`config.mk`:
```
export PLATFORM = sky130hd
export DESIGN_NAME = hazard_scoreboard
export DESIGN_NICKNAME = d
export VERILOG_FILES = /design/src/rtl/hazard_scoreboard.sv
export SDC_FILE = /design/constraint.sdc
export NUM_CORES = 1
export LEC_CHECK = 0
export CAP_MARGIN = 20
export CORE_ASPECT_RATIO = 0.5
export CORE_UTILIZATION = 35
export DETAILED_ROUTE_END_ITERATION = 6
export PLACE_DENSITY = 0.66
export SETUP_SLACK_MARGIN = 0.2
export SLEW_MARGIN = 20
export SYNTH_ARGS = -nofsm -noshare
export SYNTH_HDL_FRONTEND = slang
export SYNTH_SLANG_ARGS = --single-unit
```
`constraint.sdc`:
```
create_clock -name clk -period 17 [get_ports clk]
set_input_delay 5.1 -clock clk [delete_from_list [all_inputs] [get_ports clk]]
set_output_delay 5.1 -clock clk [all_outputs]
set_load 0.05 [all_outputs]
```
`src/rtl/hazard_scoreboard.sv`:
```
`default_nettype none
// ============================================================================
//  Module   : hazard_scoreboard
//  Purpose  : Decode-stage interlock for the 5-stage MIPS pipeline. Tracks a
//             per-GPR countdown until each in-flight result can be forwarded,
//             plus a mult/div busy timer and a pending EPC write timer, and
//             raises stall when the instruction in ID would consume a value
//             too early.
//  Revision : 1.0  initial parametrised scoreboard
// ============================================================================
module hazard_scoreboard #(
    parameter int NSRC     = 3,
    parameter int TW       = 2,
    parameter int MD_W     = 4,
    parameter int MULT_LAT = 5,
    parameter int DIV_LAT  = 10,
    parameter int EPC_LAT  = 2
) (
    input  logic                 clk,
    input  logic                 reset,
    input  logic                 freeze,
    input  logic                 flush,
    input  logic                 id_valid,
    input  logic [NSRC-1:0]      id_src_en,
    input  logic [NSRC*5-1:0]    id_src_addr,
    input  logic [NSRC*TW-1:0]   id_src_tuse,
    input  logic                 id_dst_we,
    input  logic [4:0]           id_dst_addr,
    input  logic [TW-1:0]        id_tnew,
    input  logic                 id_md_start,
    input  logic                 id_md_is_div,
    input  logic                 id_md_use,
    input  logic                 id_cp0_we,
    input  logic [4:0]           id_cp0_addr,
    input  logic                 id_eret,
    output logic                 stall,
    output logic [2:0]           stall_cause,
    output logic                 md_busy,
    output logic [31:0]          pending_mask
);

    localparam logic [4:0]      CP0_EPC      = 5'd14;
    localparam logic [MD_W-1:0] MD_MULT_LOAD = MD_W'(MULT_LAT);
    localparam logic [MD_W-1:0] MD_DIV_LOAD  = MD_W'(DIV_LAT);
    localparam logic [1:0]      EPC_LOAD     = 2'(EPC_LAT);
    localparam logic [TW-1:0]   CNT_ONE      = TW'(1);
    localparam logic [MD_W-1:0] MD_ONE       = MD_W'(1);

    // r0 never gets storage: it is hardwired zero in the architecture
    logic [TW-1:0]   cnt_q  [1:31];
    logic [TW-1:0]   cnt_d  [1:31];
    logic [TW-1:0]   cnt_rd [0:31];
    logic [MD_W-1:0] md_cnt_q;
    logic [MD_W-1:0] md_cnt_d;
    logic [1:0]      epc_cnt_q;
    logic [1:0]      epc_cnt_d;

    logic [NSRC-1:0] data_hit;
    logic            haz_data;
    logic            haz_md;
    logic            haz_eret;
    logic            issue;

    // Read view of the scoreboard with entry 0 tied to zero
    always_comb begin
        cnt_rd[0] = '0;
        for (int r = 1; r < 32; r++) begin
            cnt_rd[r] = cnt_q[r];
        end
    end

    // A source hazards when its producer needs more cycles than the
    // consumer can wait before using the operand
    generate
        for (genvar i = 0; i < NSRC; i++) begin : g_src
            logic [4:0]    src_addr;
            logic [TW-1:0] src_tuse;
            assign src_addr    = id_src_addr[5*i +: 5];
            assign src_tuse    = id_src_tuse[TW*i +: TW];
            assign data_hit[i] = id_valid & id_src_en[i] & (src_addr != 5'd0)
                               & (cnt_rd[src_addr] > src_tuse);
        end
    endgenerate

    // Hazard terms combine into the stall; a flush cancels the ID
    // instruction so it must never be held
    always_comb begin
        haz_data    = |data_hit;
        haz_md      = id_valid & id_md_use & (md_cnt_q != '0);
        haz_eret    = id_valid & id_eret & (epc_cnt_q != 2'd0);
        stall       = ~flush & (haz_data | haz_md | haz_eret);
        stall_cause = {3{~flush}} & {haz_eret, haz_md, haz_data};
        issue       = id_valid & ~stall & ~freeze & ~flush;
        md_busy     = (md_cnt_q != '0);
    end

    // Debug view: one bit per GPR with a result still in flight
    always_comb begin
        for (int r = 0; r < 32; r++) begin
            pending_mask[r] = (cnt_rd[r] != '0);
        end
    end

    // Next GPR countdowns: flush clears, freeze holds, issue loads, else tick
    always_comb begin
        for (int r = 1; r < 32; r++) begin
            if (flush) begin
                cnt_d[r] = '0;
            end else if (freeze) begin
                cnt_d[r] = cnt_q[r];
            end else if (issue && id_dst_we && (id_dst_addr == 5'(r))) begin
                cnt_d[r] = id_tnew;
            end else if (cnt_q[r] != '0) begin
                cnt_d[r] = cnt_q[r] - CNT_ONE;
            end else begin
                cnt_d[r] = cnt_q[r];
            end
        end
    end

    // Next mult/div countdown: an in-flight operation survives a flush
    always_comb begin
        if (freeze) begin
            md_cnt_d = md_cnt_q;
        end else if (issue && id_md_start) begin
            md_cnt_d = id_md_is_div ? MD_DIV_LOAD : MD_MULT_LOAD;
        end else if (md_cnt_q != '0) begin
            md_cnt_d = md_cnt_q - MD_ONE;
        end else begin
            md_cnt_d = md_cnt_q;
        end
    end

    // Next EPC-write countdown: only an MTC0 targeting EPC arms it
    always_comb begin
        if (flush) begin
            epc_cnt_d = 2'd0;
        end else if (freeze) begin
            epc_cnt_d = epc_cnt_q;
        end else if (issue && id_cp0_we && (id_cp0_addr == CP0_EPC)) begin
            epc_cnt_d = EPC_LOAD;
        end else if (epc_cnt_q != 2'd0) begin
            epc_cnt_d = epc_cnt_q - 2'd1;
        end else begin
            epc_cnt_d = epc_cnt_q;
        end
    end

    // State registers with synchronous reset
    always_ff @(posedge clk) begin
        if (reset) begin
            for (int r = 1; r < 32; r++) begin
                cnt_q[r] <= '0;
            end
            md_cnt_q  <= '0;
            epc_cnt_q <= 2'd0;
        end else begin
            for (int r = 1; r < 32; r++) begin
                cnt_q[r] <= cnt_d[r];
            end
            md_cnt_q  <= md_cnt_d;
            epc_cnt_q <= epc_cnt_d;
        end
    end

endmodule
`default_nettype wire
```
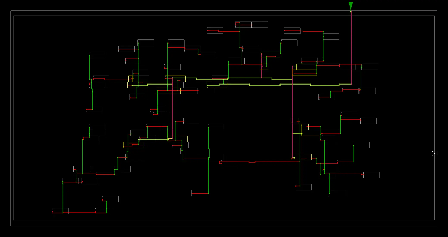
Figure 1: clock wiring as the flow saved it.
# clk buffers: 9
TritonCTS Sinks: 68
FF+latch count: 68

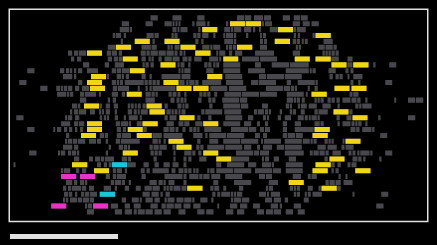
Figure 2: sequential cells colored by netlist name.
Bar = 50 µm. Other cells in gray.
Key: md_cnt_q = magenta [flops 4, where bottom left]; epc_cnt_q = cyan [flops 2]; cnt_q = yellow [flops 62]

==> run summary <==
yosys + openroad results -> status finished with violations, failing checks design-rule violations, number of non-clock buffers 92, synth warn 0, Worst path slowest cell clkdlybuf4s50_1, Synth Flop Type dfxtp_1, register area 1360 µm², dpl cell area 7330 µm², cell taking the most area after synthesis dfxtp_1, Non-CTS inverters 103, setup TNS 0 ps, DR DRC count 2, leakage 2.77 nW, Synth Instances 768, Seq share, synth 21.3%, clk pwr 209 µW, Switch Pwr 136 µW, buffer and inverter count on the worst path 2, Top cell area share 21.3%, diode count 0, Final Max Slew Viols 0, RSZ-0062 raised after global routing no, Int Power 325 µW, final setup skew 8.47 ps, hold_sp cnt_q[0][2]$_SDFFE_PP0P_, wire length on met2 9.12 mm, multi-input combinational area share 57.5%, ys async rst share 0%, fin nets 905, Worst-Margin Slew 915 ps, PortBufs 82, Die W 193 µm, Period minus WS final 14800 ps, Multi-In Gates 545, Post-CTS Resized 0, post-DR wirelength/cell 19.2 µm, grt met1 use 30.4%, combinational power 87.4 µW, internal reg-to-reg setup slack 12840 ps, Final setup viols 0, grt ovf 0, PwrDens 60.1 nW/µm², Die Y 97.5 µm, GP Congestion 0.944, fin area 7660 µm², clock buffer depth 2, share of cells above drive strength 1 11.9%, fmax 67.6 MHz, # hold bufs at CTS 0, top sig layer met4, Cell Rows 34, clock root buffer clkbuf_16, Finished Core Util 43.5%, Worst Path Max Fanout 20, routed wire length 20.3 mm, met3 routed WL 1.76 mm, maxcap violations 0, most common cell in the synthesized netlist inv_1, depth of the most critical reg-to-reg path 10, final hold vios 0, sequential share of cell area 17.8%, synth unique cells 53, fill count 1750, critical path launch point id_src_addr[6]
-- metrics by stage --
step                      total power [mW]  worst slack, ps
after detailed placement             0.254             2000
after CTS                            0.462             2010
after global routing                 0.477             1940
after floorplan                      0.225             2650
final                                0.460             2200
after global placement               0.252             2020
-- cell families after synthesis --
family                   count (synthesis)  synth area share [%]
adder cells (fa/ha/maj)                 39                  7.65
AND-OR/OR-AND                          214                  23.0
flip-flops                              68                  21.3
multiplexers                            71                  20.4
other                                    1                0.0588
buffers and inverters                  155                  9.65
AND/OR/NAND/NOR                        220                  17.9
-- state kept, by name, indices dropped and copies added (netlist names) --
name,flops
epc_cnt_q,2
md_cnt_q,4
cnt_q,62
Power and IR drop assume default switching activity.
